--- src/rtl/vp_pkg.sv ---
// vp_pkg: shared state encoding and default sizing for the vector player.
package vp_pkg;
  localparam int DEF_IN_W = 8;
  localparam int DEF_OUT_W = 8;
  localparam int DEF_DEPTH = 32;
  localparam int ADDR_W = $clog2(DEF_DEPTH);
  localparam int CNT_W = ADDR_W + 1;
  typedef enum logic [2:0] {IDLE, APPLY, WAIT, CHECK, DONE} state_e;
  function automatic logic [DEF_IN_W-1:0] vec_stim(input logic [DEF_IN_W+DEF_OUT_W-1:0] v);
    return v[DEF_IN_W+DEF_OUT_W-1 -: DEF_IN_W];
  endfunction
  function automatic logic [DEF_OUT_W-1:0] vec_exp(input logic [DEF_IN_W+DEF_OUT_W-1:0] v);
    return v[DEF_OUT_W-1:0];
  endfunction
endpackage

--- src/rtl/vp_vec_mem.sv ---
// vp_vec_mem: vector store with synchronous write and asynchronous read.
module vp_vec_mem #(
  parameter int W = 16,
  parameter int DEPTH = 32,
  localparam int AW = $clog2(DEPTH)
) (
  input  logic          clk,
  input  logic          we_i,
  input  logic [AW-1:0] waddr_i,
  input  logic [W-1:0]  wdata_i,
  input  logic [AW-1:0] raddr_i,
  output logic [W-1:0]  rdata_o
);
  logic [W-1:0] mem_q [DEPTH];
  always_ff @(posedge clk)
    if (we_i) mem_q[waddr_i] <= wdata_i;
  assign rdata_o = mem_q[raddr_i];
endmodule

--- src/rtl/vector_player.sv ---
// vector_player: replays stored stimulus to a unit under test, samples its
// response after a fixed latency and keeps saturating mismatch bookkeeping.
module vector_player
  import vp_pkg::*;
#(
  parameter int IN_W = DEF_IN_W,
  parameter int OUT_W = DEF_OUT_W,
  parameter int DEPTH = DEF_DEPTH,
  parameter int LAT = 1,
  parameter int ERR_W = 8,
  localparam int AW = $clog2(DEPTH),
  localparam int CW = AW + 1
) (
  input  logic                  clk,
  input  logic                  reset,
  input  logic                  ld_we,
  input  logic [AW-1:0]         ld_addr,
  input  logic [IN_W+OUT_W-1:0] ld_data,
  input  logic [CW-1:0]         num_vec,
  input  logic                  start,
  output logic [IN_W-1:0]       dut_in,
  input  logic [OUT_W-1:0]      dut_out,
  output logic                  busy,
  output logic                  done,
  output logic [CW-1:0]         vec_idx,
  output logic [ERR_W-1:0]      errors,
  output logic                  fail_seen,
  output logic [CW-1:0]         first_fail
);
  localparam int LW = LAT > 1 ? $clog2(LAT) : 1;
  state_e state_q, state_d;
  logic [CW-1:0] cnt_q, cnt_d, vec_q, vec_d, ff_q, ff_d, n_clamp;
  logic [LW-1:0] lat_q, lat_d;
  logic [IN_W-1:0] din_q, din_d;
  logic [ERR_W-1:0] err_q, err_d;
  logic fail_q, fail_d, idle;
  logic [IN_W+OUT_W-1:0] rd;
  assign idle = state_q == IDLE || state_q == DONE;
  assign n_clamp = num_vec > CW'(DEPTH) ? CW'(DEPTH) : num_vec;
  // memory is write-protected while a run is in progress
  vp_vec_mem #(.W(IN_W + OUT_W), .DEPTH(DEPTH)) u_mem (
    .clk(clk),
    .we_i(ld_we && idle),
    .waddr_i(ld_addr),
    .wdata_i(ld_data),
    .raddr_i(vec_q[AW-1:0]),
    .rdata_o(rd)
  );
  always_comb begin
    state_d = state_q;
    cnt_d = cnt_q;
    vec_d = vec_q;
    lat_d = lat_q;
    din_d = din_q;
    err_d = err_q;
    fail_d = fail_q;
    ff_d = ff_q;
    case (state_q)
      IDLE, DONE: if (start) begin
        cnt_d = n_clamp;
        vec_d = '0;
        err_d = '0;
        fail_d = 1'b0;
        ff_d = '0;
        state_d = n_clamp == '0 ? DONE : APPLY;
      end
      APPLY: begin
        din_d = rd[IN_W+OUT_W-1 -: IN_W];
        lat_d = LW'(LAT - 1);
        state_d = LAT == 1 ? CHECK : WAIT;
      end
      WAIT: begin
        lat_d = lat_q - LW'(1);
        state_d = lat_q == LW'(1) ? CHECK : WAIT;
      end
      CHECK: begin
        if (dut_out != rd[OUT_W-1:0]) begin
          err_d = &err_q ? err_q : err_q + ERR_W'(1);
          fail_d = 1'b1;
          ff_d = fail_q ? ff_q : vec_q;
        end
        vec_d = vec_q + CW'(1) == cnt_q ? vec_q : vec_q + CW'(1);
        state_d = vec_q + CW'(1) == cnt_q ? DONE : APPLY;
      end
      default: state_d = IDLE;
    endcase
  end
  always_ff @(posedge clk)
    if (reset) begin
      state_q <= IDLE;
      cnt_q <= '0;
      vec_q <= '0;
      lat_q <= '0;
      din_q <= '0;
      err_q <= '0;
      fail_q <= 1'b0;
      ff_q <= '0;
    end else begin
      state_q <= state_d;
      cnt_q <= cnt_d;
      vec_q <= vec_d;
      lat_q <= lat_d;
      din_q <= din_d;
      err_q <= err_d;
      fail_q <= fail_d;
      ff_q <= ff_d;
    end
  assign dut_in = din_q;
  assign busy = state_q == APPLY || state_q == WAIT || state_q == CHECK;
  assign done = state_q == DONE;
  assign vec_idx = vec_q;
  assign errors = err_q;
  assign fail_seen = fail_q;
  assign first_fail = ff_q;
endmodule
--- config.mk ---
export PLATFORM = sky130hd
export DESIGN_NAME = vector_player
export DESIGN_NICKNAME = d
export VERILOG_FILES = /design/src/rtl/vp_pkg.sv /design/src/rtl/vp_vec_mem.sv /design/src/rtl/vector_player.sv
export SDC_FILE = /design/constraint.sdc
export NUM_CORES = 1
export LEC_CHECK = 0
export CORE_MARGIN = 2
export CORE_UTILIZATION = 50
export CTS_CLUSTER_SIZE = 28
export DETAILED_ROUTE_END_ITERATION = 8
export GPL_TIMING_DRIVEN = 1
export PLACE_DENSITY = 0.76
export SYNTH_ARGS = -nofsm -noshare
export SYNTH_HDL_FRONTEND = slang
export SYNTH_SLANG_ARGS = --single-unit
--- constraint.sdc ---
create_clock -name clk -period 4.3 [get_ports clk]
set_input_delay 0.645 -clock clk [delete_from_list [all_inputs] [get_ports clk]]
set_output_delay 0.645 -clock clk [all_outputs]
set_load 0.05 [all_outputs]
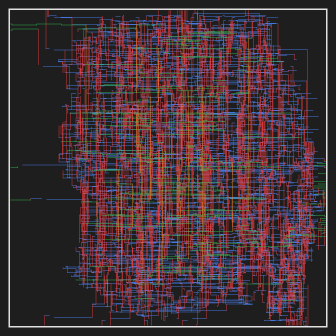
**Above:** run 1 (signal wires by layer).
- orange: M4 (wire length 1800 um)
- red: M2 (wire length 25.3 mm)
- blue: M1 (wire length 19900 um)
- green: M3 (wire length 3810 um)

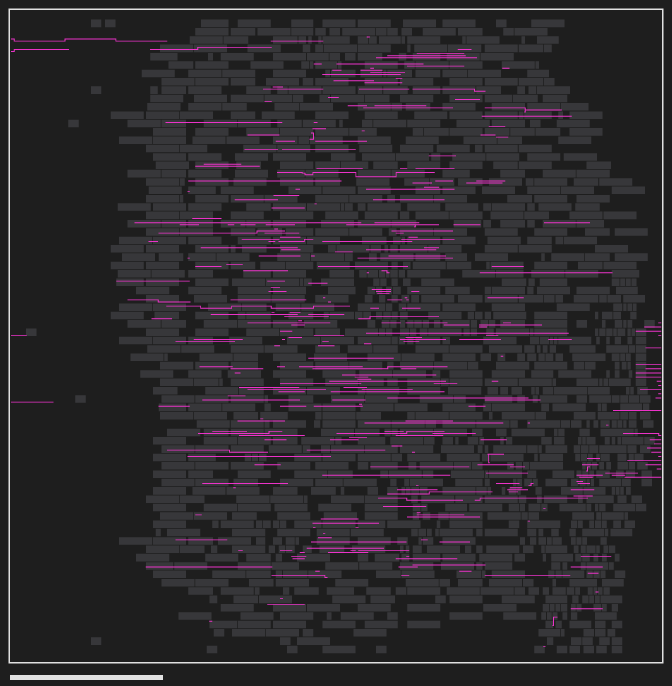
**Above:** run 1 (signal wires on met3).
Scale bar: 50 um. Cells faint in the background.
- nets with wire on the layer: 172
- longest straight run: 73.6 um
- share of all routed wire: 7.5%

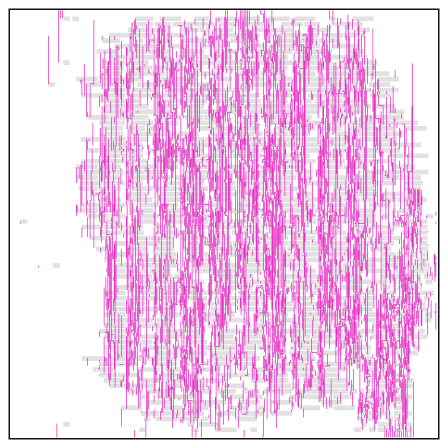
**Above:** run 1 (met2 routing).
Cells faint in the background.
- share of all routed wire: 50%
- main direction: vertical
- longest straight run: 114 um
- wire length on this layer: 25.3 mm

==> results.rst, run 1 <==
Physical design figures
=======================

.. list-table::
   :header-rows: 1

   * - Metric
     - Value
   * - Result of the run
     - complete, no violations
   * - Number of nets with antenna violations after detailed routing
     - 0
   * - Worst hold slack
     - between 400 and 500 ps
   * - P per Cell Area
     - approximately 460 nW/um^2
   * - Logic cell area
     - about 5300 um^2
   * - Width of the die
     - 212 um
   * - Hold violation total from the final report
     - 0
   * - Vias in the first global route
     - around 12000
   * - Nets@finish
     - roughly 1300
   * - Synthesized cell area
     - between 20000 and 25000 um^2
   * - Fin crit share
     - 77.8%
   * - Cell count after synthesis
     - between 1000 and 1500
   * - Normalized max-slew margin
     - a little under a quarter
   * - Layout clock area frac
     - under 10%
   * - Grt met1 use
     - 31.0%
   * - Placeable Area
     - 43000 um^2
   * - Top-area cell share
     - ~71%
   * - CP arrival
     - 3830 ps
   * - Capturing element type of the critical path
     - flip-flop
   * - TritonCTS clock tree
     - built
   * - Plain + repair buffers
     - 125
   * - Chip Footprint
     - approximately 45000 um^2
   * - Antenna violations before repair
     - 1
   * - Dominant cell type by area after synthesis
     - edfxtp_1
   * - Setup-violating endpoint count in the final report
     - 0
   * - Post-Route Skew
     - ~28 ps
   * - Crit path launch type
     - flip-flop
   * - Via-per-instance ratio
     - just over 6
   * - Global-route wire length before repair
     - 74.5 mm
   * - Non-clock buffer area fraction after layout
     - about 4.6%
   * - Overall via count from detail_route
     - 11501
   * - Peak VDD IR
     - between 0.0003 and 0.0004 V
   * - DRC errors left
     - 0
   * - Final instance count without filler cells
     - 1870
   * - Critical path endpoint
     - errors[7]$_SDFFE_PP0P_
   * - Initial DRT Pass Iterations
     - 7
   * - Slowest stage cell on the critical path
     - dfxtp_4
   * - Worst Setup Slack, final
     - roughly 950 ps
   * - Setup slack of the most critical reg-to-reg path
     - between 900 and 1000 ps
   * - Setup slack after placement
     - roughly 1000 ps
==> run 1: cell families after synthesis <==
| family | share of synthesized area (%) |
|---|---|
| adders and majority gates | 0.115 |
| AOI/OAI and AO/OA | 3.02 |
| DFF | 74.8 |
| and+or+nand+nor | 4.60 |
| buffers and inverters | 1.24 |
| xor gates and xnor gates | 0.726 |
| muxes | 15.5 |
==> run 1: sequential cells by signal, summed over array words and instances (netlist names), 3 cells and up, named ones only <==
signal and count:
u_mem.mem_q 512, dut_in 8, errors 8, cnt_q 6, first_fail 6, vec_idx 6
state_q 3
==> run 1: report_power, final <==
part           switching [uW]  internal (uW)  total (uW)
logic                     660            377        1040
registers                86.3           6030        6120
clock network            1910           2590        4500
total                    2660           8990       11700
**Run 1: routing congestion**

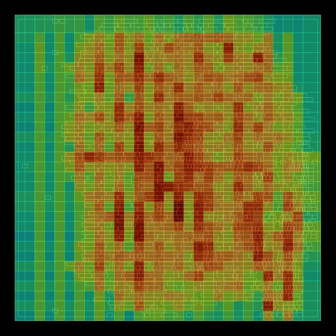

==> run 1 -> run 2 <==
Clock period 4.3 ns to 3.2 ns, I/O delays scaled along.
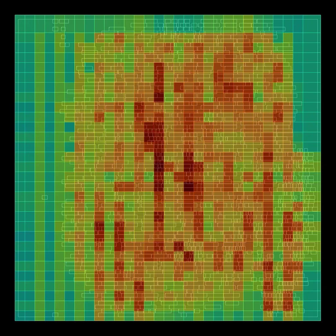
**Above:** run 2 (routing congestion).
most used routing layer: met2
total routing resource utilization after global routing: 22.9%

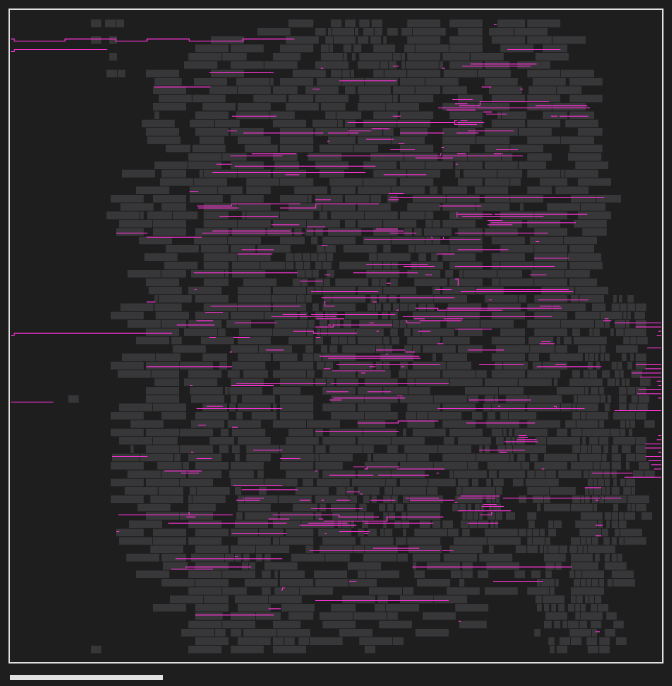
**Above:** run 2 (signal wires on met3).
Scale bar: 50 um. Cells faint in the background.
- nets with wire on the layer: 170
- longest straight run: 69.5 um
- share of all routed wire: 7.3%
- wire length on this layer: 3660 um

==> run 2 against run 1 <==
  * Clock skew is 14 ps lower
  * Die area stayed put
  * Clock-buffer cell count is 1 higher
  * Critical path depth is 1 lower
  * Fmax is 8.6% higher
  * Critical path type unchanged
==> results.rst, run 2 <==
Physical design figures
=======================

.. list-table::
   :header-rows: 1

   * - Metric
     - Value
   * - Level count of the clock H-tree
     - 2
   * - Overall via count from detail_route
     - 11512 (+0.096%)
   * - Cell count after synthesis
     - 1120 (unchanged)
   * - Result of the run
     - complete, no violations
   * - Sequential fraction of design power
     - 52.2% (-0.3 points)
   * - Main kind of combinational logic by area
     - multiplexers
   * - Total combinational power
     - 1440 uW (+38%)
   * - Simple share
     - 4.60% (unchanged)
   * - CP Max Fanout
     - 9
   * - Commonest non-fill, non-tap cells in the layout
     - edfxtp_1, mux4_2, buf_4
   * - Xor and xnor fraction of the mapped netlist area
     - 0.726% (unchanged)
   * - Hold violation total from the final report
     - 0 (unchanged)
   * - Worst-Skew Late Latency
     - about 570 ps
   * - Vias in the first global route
     - 11671 (+1.2%)
   * - Nets@finish
     - 1337 (+4.1%)
   * - Critical path data required time
     - roughly 3700 ps
   * - Tap Cells
     - approximately 590
   * - RSZ-0062 raised after global routing
     - no
   * - Minimum clock period after layout
     - 3080 ps
   * - Logic cell area
     - 5290 um^2 (about the same)
   * - Initial DRT Pass Iterations
     - 5 (-2)
   * - Comb pwr share
     - 9.1% (+0.2 points)
   * - Width of the die
     - 212 um (unchanged)
   * - Peak VDD IR
     - 0.000446 V (+43%)
   * - Internal power
     - 12200 uW (+36%)
   * - Number of nets with antenna violations after detailed routing
     - 0 (unchanged)
   * - Post-detail-place hpwl
     - 31.1 mm
   * - Grt met1 use
     - 31.0% (+0.043 points)
   * - Delay contributed by the slowest stage of the critical path
     - about 500 ps
   * - Placeable Area
     - 43000 um^2 (unchanged)
   * - Post-Route Skew
     - 13.8 ps (-14.0 ps)
   * - Setup slack of the most critical reg-to-reg path
     - 120 ps (-830 ps)
   * - CP arrival
     - 3560 ps (-270 ps)
   * - DRC errors left
     - 0 (unchanged)
   * - Type of the tightest min-delay check
     - reg -> reg
   * - Most common logic cell in the routed design
     - edfxtp_1
   * - Synthesized cell area
     - 21700 um^2 (unchanged)
   * - Dominant cell type by area after synthesis
     - edfxtp_1
   * - Plain + repair buffers
     - 178 (+42%)
   * - Setup-violating endpoint count in the final report
     - 0 (unchanged)
   * - Via-per-instance ratio
     - 5.99 (-2.7%)
   * - Crit path launch type
     - flip-flop
   * - Normalized max-slew margin
     - 25.2% (+2.6 points)
   * - Top-area cell share
     - 70.8% (unchanged)
   * - Area fraction in mux cells
     - 15.5% (unchanged)
   * - Total sequential power
     - 8210 uW (+34%)
   * - Capturing element type of the critical path
     - flip-flop
   * - P per Cell Area
     - 615 nW/um^2 (+33%)
   * - Layout clock area frac
     - 6.54% (-0.084 points)
   * - Slowest stage cell on the critical path
     - mux4_2
   * - Global-route wire length before repair
     - 74.7 mm (+0.33%)
   * - FA/HA/MAJ Cells, Area Fraction
     - 0.115% (unchanged)
   * - Top reg by flops
     - u_mem.mem_q
   * - Maximum root-to-sink buffer count
     - 3
   * - Reg-to-reg endpoint
     - errors[7]$_SDFFE_PP0P_
   * - Proportion of total power due to net switching
     - 22.2% (-0.56 points)
   * - Combinational gates
     - 502
   * - Power drawn by the clock network
     - 6080 uW (+35%)
   * - Max FFs per register
     - 512 (unchanged)
   * - Antenna violations before repair
     - 0 (-1)
   * - Net count entering floorplan
     - about 1200
   * - Total cells reported by yosys after synthesis
     - 1120
   * - Count of unique library cells instantiated by Yosys
     - roughly 45
   * - Largest net degree at the start of global routing
     - 47
   * - Worst hold slack
     - 489 ps (-4.08 ps)
   * - Fraction of power consumed by the clock network
     - 38.7% (about the same)
   * - Leading power group
     - registers
   * - Fin crit share
     - 96.3% (+18 points)
   * - Chip Footprint
     - 45100 um^2 (unchanged)
   * - Net switching power
     - 3500 uW (+32%)
   * - Critical path endpoint
     - errors[7]$_SDFFE_PP0P_
   * - Non-clock buffer area fraction after layout
     - 6.16% (+1.6 points)
   * - TritonCTS clock tree
     - built
   * - Synthesized-area fraction occupied by ao, oa, aoi and oai cells
     - 3.02% (unchanged)
[run 2: cell counts after synthesis]
No cell type changed its count.
[run 2: metal layers]
metal / share of wire, % / vias to the layer above
met5: 0 / -
met4: 3.4 / 0
met3: 7.3 / 99
met2: 51 / 501
met1: 38 / 5972
li1: - / 4940
[run 2: per-stage QoR]
step	worst slack (ps)	std cells	power, uW	utilization, %	cell area, um^2
after CTS	80.6	1918	15800	59.4	25500
after floorplan	159	1120	9200	-	21700
after global placement	31.3	1820	9730	55.4	23800
final	119	1923	15700	59.5	25600
after detailed placement	-27.1	1820	9780	55.4	23800
after global routing	4.06	1922	16200	59.5	25600
[run 2: what timing repair did]
item / CTS / global route
setup buffers: 4 / 4
pin swaps: 0 / 0
setup endpoints to repair: 2 / 11
gates resized: 0 / 3
Power figures rest on the tool's default switching activity, not on a simulated workload.
